[config.mk]
export PLATFORM = sky130hd
export DESIGN_NAME = modbus_crc_framer
export DESIGN_NICKNAME = d
export VERILOG_FILES = /design/src/rtl/modbus_pkg.sv /design/src/rtl/crc16_byte_update.sv /design/src/rtl/modbus_crc_framer.sv
export SDC_FILE = /design/constraint.sdc
export NUM_CORES = 1
export LEC_CHECK = 0
export CORE_ASPECT_RATIO = 1.25
export CORE_MARGIN = 2
export CORE_UTILIZATION = 55
export DETAILED_ROUTE_END_ITERATION = 7
export GPL_ROUTABILITY_DRIVEN = 0
export GPL_TIMING_DRIVEN = 1
export PLACE_DENSITY = 0.8
export SYNTH_ARGS = -nofsm -noshare
export SYNTH_HDL_FRONTEND = slang
export SYNTH_SLANG_ARGS = --single-unit
export TNS_END_PERCENT = 10
[constraint.sdc]
create_clock -name clk -period 2.5 [get_ports clk]
set_clock_uncertainty 0.2 [all_clocks]
set_input_delay 0.5 -clock clk [delete_from_list [all_inputs] [get_ports clk]]
set_output_delay 0.5 -clock clk [all_outputs]
set_load 0.01 [all_outputs]
[src/rtl/modbus_pkg.sv]
// Shared Modbus RTU framing constants and the framer state encoding.
package modbus_pkg;

   localparam logic [15:0] CRC_POLY_DEF = 16'hA001;
   localparam logic [15:0] CRC_INIT_DEF = 16'hFFFF;
   localparam int          MAX_LEN_DEF  = 256;
   localparam int          LEN_W_DEF    = 9;

   typedef enum logic [1:0] {
      DATA   = 2'd0,
      CRC_LO = 2'd1,
      CRC_HI = 2'd2
   } state_t;

endpackage

[src/rtl/crc16_byte_update.sv]
// Byte-wise CRC-16 (reflected, right-shift) update; purely combinational.
// Shared with the receive-side checker, so it carries no framing knowledge.
module crc16_byte_update
   import modbus_pkg::*;
#(
   parameter logic [15:0] POLY = CRC_POLY_DEF
) (
   input  logic [15:0] crc_in,
   input  logic [7:0]  data_byte,
   output logic [15:0] crc_out
);

   logic [15:0] x;

   always_comb begin
      x = crc_in ^ {8'h00, data_byte};
      for (int i = 0; i < 8; i++) begin
         x = x[0] ? ((x >> 1) ^ POLY) : (x >> 1);
      end
      crc_out = x;
   end

endmodule

[src/rtl/modbus_crc_framer.sv]
// Modbus RTU TX framer: payload passes through a one-entry output register, then CRC lo/hi are appended.
// Latency 1 cycle in->out; in_ready drops whenever the output register cannot be refilled or CRC is being sent.
module modbus_crc_framer
   import modbus_pkg::*;
#(
   parameter logic [15:0] CRC_POLY = CRC_POLY_DEF,
   parameter logic [15:0] CRC_INIT = CRC_INIT_DEF,
   parameter int          MAX_LEN  = MAX_LEN_DEF,
   parameter int          LEN_W    = LEN_W_DEF
) (
   input  logic             clk,
   input  logic             rst,
   input  logic [7:0]       in_data,
   input  logic             in_valid,
   input  logic             in_last,
   output logic             in_ready,
   output logic [7:0]       out_data,
   output logic             out_valid,
   output logic             out_last,
   input  logic             out_ready,
   output logic [LEN_W-1:0] frame_len,
   output logic             len_err
);

   state_t             state, state_nxt;
   logic [15:0]        crc, crc_upd;
   logic [LEN_W-1:0]   count, cnt_inc;
   logic               slot_free, accept, forced_end;

   crc16_byte_update #(.POLY(CRC_POLY)) u_crc (
      .crc_in    (crc),
      .data_byte (in_data),
      .crc_out   (crc_upd)
   );

   always_comb begin
      slot_free  = !out_valid || out_ready;
      // Gated by reset so upstream never sees a handshake while the framer is held.
      in_ready   = rst && (state == DATA) && slot_free;
      accept     = in_valid && in_ready;
      cnt_inc    = count + 1'b1;
      forced_end = (cnt_inc == LEN_W'(MAX_LEN - 2));
      state_nxt  = state;
      case (state)
         DATA:    if (accept && (in_last || forced_end)) state_nxt = CRC_LO;
         CRC_LO:  if (slot_free) state_nxt = CRC_HI;
         CRC_HI:  if (slot_free) state_nxt = DATA;
         default: state_nxt = DATA;
      endcase
   end

   always_ff @(posedge clk or negedge rst) begin
      if (!rst) begin
         state     <= DATA;
         crc       <= CRC_INIT;
         count     <= '0;
         out_data  <= 8'h00;
         out_valid <= 1'b0;
         out_last  <= 1'b0;
         frame_len <= '0;
         len_err   <= 1'b0;
      end else begin
         state   <= state_nxt;
         len_err <= 1'b0;
         // Slot drains when consumed and nothing new is loaded below; out_data holds.
         if (slot_free) begin
            out_valid <= 1'b0;
            out_last  <= 1'b0;
         end
         case (state)
            DATA: begin
               if (accept) begin
                  out_data  <= in_data;
                  out_valid <= 1'b1;
                  out_last  <= 1'b0;
                  crc       <= crc_upd;
                  count     <= cnt_inc;
                  len_err   <= forced_end && !in_last;
               end
            end
            CRC_LO: begin
               if (slot_free) begin
                  out_data  <= crc[7:0];
                  out_valid <= 1'b1;
                  count     <= cnt_inc;
               end
            end
            CRC_HI: begin
               if (slot_free) begin
                  out_data  <= crc[15:8];
                  out_valid <= 1'b1;
                  out_last  <= 1'b1;
                  frame_len <= cnt_inc;
                  crc       <= CRC_INIT;
                  count     <= '0;
               end
            end
            default: ;
         endcase
      end
   end

endmodule

**Clock wires, drivers and flops**

Scale: 6 px per um.
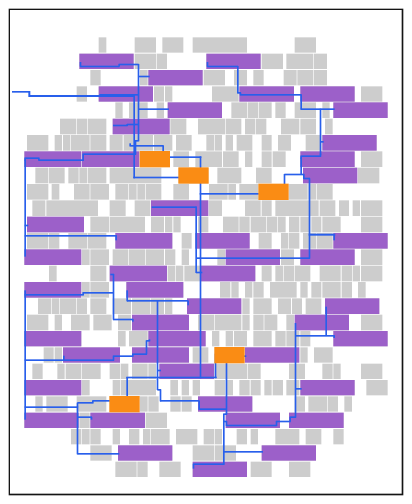
Key: clock wires = blue [length 567 um]; clock-net drivers = orange [count 5]; flip-flops = purple [count 47]
Position of the flops: widely spread. There are 6 routed clock nets.
Insertion Delay late pin: 0.30 ns
clock network power: 470 uW
Clk pwr share: 11.0%

**I/O pins on the die edge**

Scale: 4 px per um. Pins as bars across the die edge, other pins in grey.
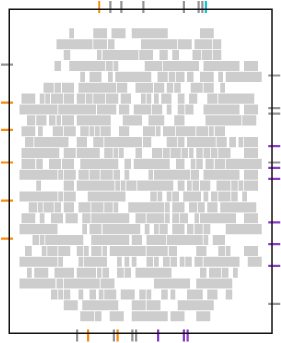
Key: out_valid = cyan [pins 1, direction output, edge top]; frame_len = purple [pins 9, direction output, edge 6 right, 3 bottom]; in_data = orange [pins 8, direction input, edge 5 left, 2 bottom, 1 top]
All pins by edge: 11 right, 9 bottom, 8 top, 6 left.
I/O Buffers: 33
die y size: 80.6 um
Die Width: 65.3 um

**Gate-type map**

Scale: 4 px per um.
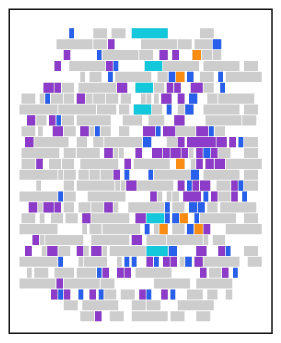
Key: fa/ha/maj cells = cyan [cells 6]; aoi and oai cells = purple [cells 82]; and/or cells = orange [cells 6]; nand cells = blue [cells 50]
Comb area share: 41.4%
final non-filler cell total: 378

**Wiring by layer**

Scale: 3 px per um. Two of the layers only.
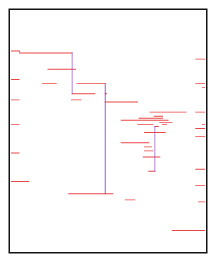
Key: M3 = red [wire length 214 um]; M4 = purple [wire length 65.3 um]
Tot GR Track Use: 23.3%
Vias: 2146

cell type report:
class                           count  area [um2]
Fill cell                         348        1290
Tap cell                           58        72.6
Sequential cell                    47        1200
Timing Repair Buffer               53         480
Multi-Input combinational cell    208        1310
Inverter                            5        18.8
Clock buffer                        6        82.6
Clock inverter                      1        5.00
metrics by stage:
step | hold slack [ns] | cell area, um2 | worst slack, ns
2_1_floorplan | 0.00441 | 2580 | 0.319
3_3_place_gp | 0.259 | 3030 | -0.190
3_5_place_dp | 0.273 | 3030 | -0.265
4_1_cts | 0.292 | 3130 | 0.0215
5_1_grt | 0.321 | 3170 | 0.0157
6_report | 0.286 | 3170 | 0.0694
repair_timing:
action,in CTS,in global routing
endpoints found under the setup margin,1,5
hold buffers,1,0
gates resized,1,7
hold endpoints to repair,6,0
pin swaps,0,1
buffers inserted,0,0
==> reports/results.ini <==
[logic_synthesis]
ys_warn_count=0
synthesis.area_um2=2580
xor_share_pct=10.9
edf_count=0
async_flop_share_pct=100
avgSynthCellArea_um2=9.33
synthTopLogicFamily=AND-OR/OR-AND gates
top_area_share_pct=30.0
ys_sh_mux_pct=0.872
area_leaders=dfrtp_1, dfstp_2, o21ai_0
synth_seq_share_pct=46.3
syn_inst=277
top_cell=o21ai_0
fa_ha_area_share_pct=2.91

[worst_hold_path]
whs_path_depth=2
hold_class=reg -> reg
hp-start=frame_len[4]

[clock_network]
root_buffer=clkbuf_8
cts_buffers=5
clock-sinks=47
cts_tree=yes
clockBufferDepth=2

[final_timing]
period_used_pct=97.2
period_needed_ns=2.43
timing.fmax_mhz=411
fin_tns_setup_ns=0
worstMarginPinSlew_ns=0.525
slew_viol_final=0

[flow_run]
drv_cap=0
tool_warnings=30

[worst_setup_path]
ff2ff_setup_slack_ns=0.26
r2r_cells=5
critPathCaptureType=register
worst_ep_arrival_time_ns=2.46
crit_buf_inv=1
crit_fanout=2
crit_type=in -> reg
r2r_start=crc[3]
slowest_stage=clkdlybuf4s50_1
crit_path_start_kind=primary input
required_ns=2.53
cp_top_family=XOR/XNOR gates
path_cells=clkdlybuf4s50_1 -> xnor2_1 -> xnor2_2 -> xnor3_2 -> xor3_1 -> a31oi_1
startpoint=in_data[1]

[power]
power_uw=4280
sequentialPowerShare_pct=32.1
pwr-share-comb_pct=56.9
swShare_pct=38.9
power_leader=combinational cells
p_sw_uw=1670
internal_power_uw=2620

[global_routing]
grt_start_max_net_pins=42
grt_pass1_wl_um=9310
grt_use_met2_pct=41.3
grt_pass1_vias=1978
grtUsageMet3_pct=3.92
met1_usage_pct=29.1
grt-ovfl-total=0

[layout]
drive_gt1_share_pct=16.6
syn_to_final_growth_pct=22.6
largest_reg_flops=16
top_register=crc
largest_registers=crc (16), count (9), frame_len (9)

[die]
core_util_floorplan_pct=57.9
core_area_um2=4460
die_area_um2=5270
row_count=27

[outcome]
status=complete, no violations

[routing]
vias_per_cell=5.68
wl_met3_um=213
drtIter0Drc=168
wl_met1_um=2330
drc_errors=0
route.met2.wl_um=2990

[placement]
dp.cells=370

Power figures rest on the tool's default switching activity, not on a simulated workload.
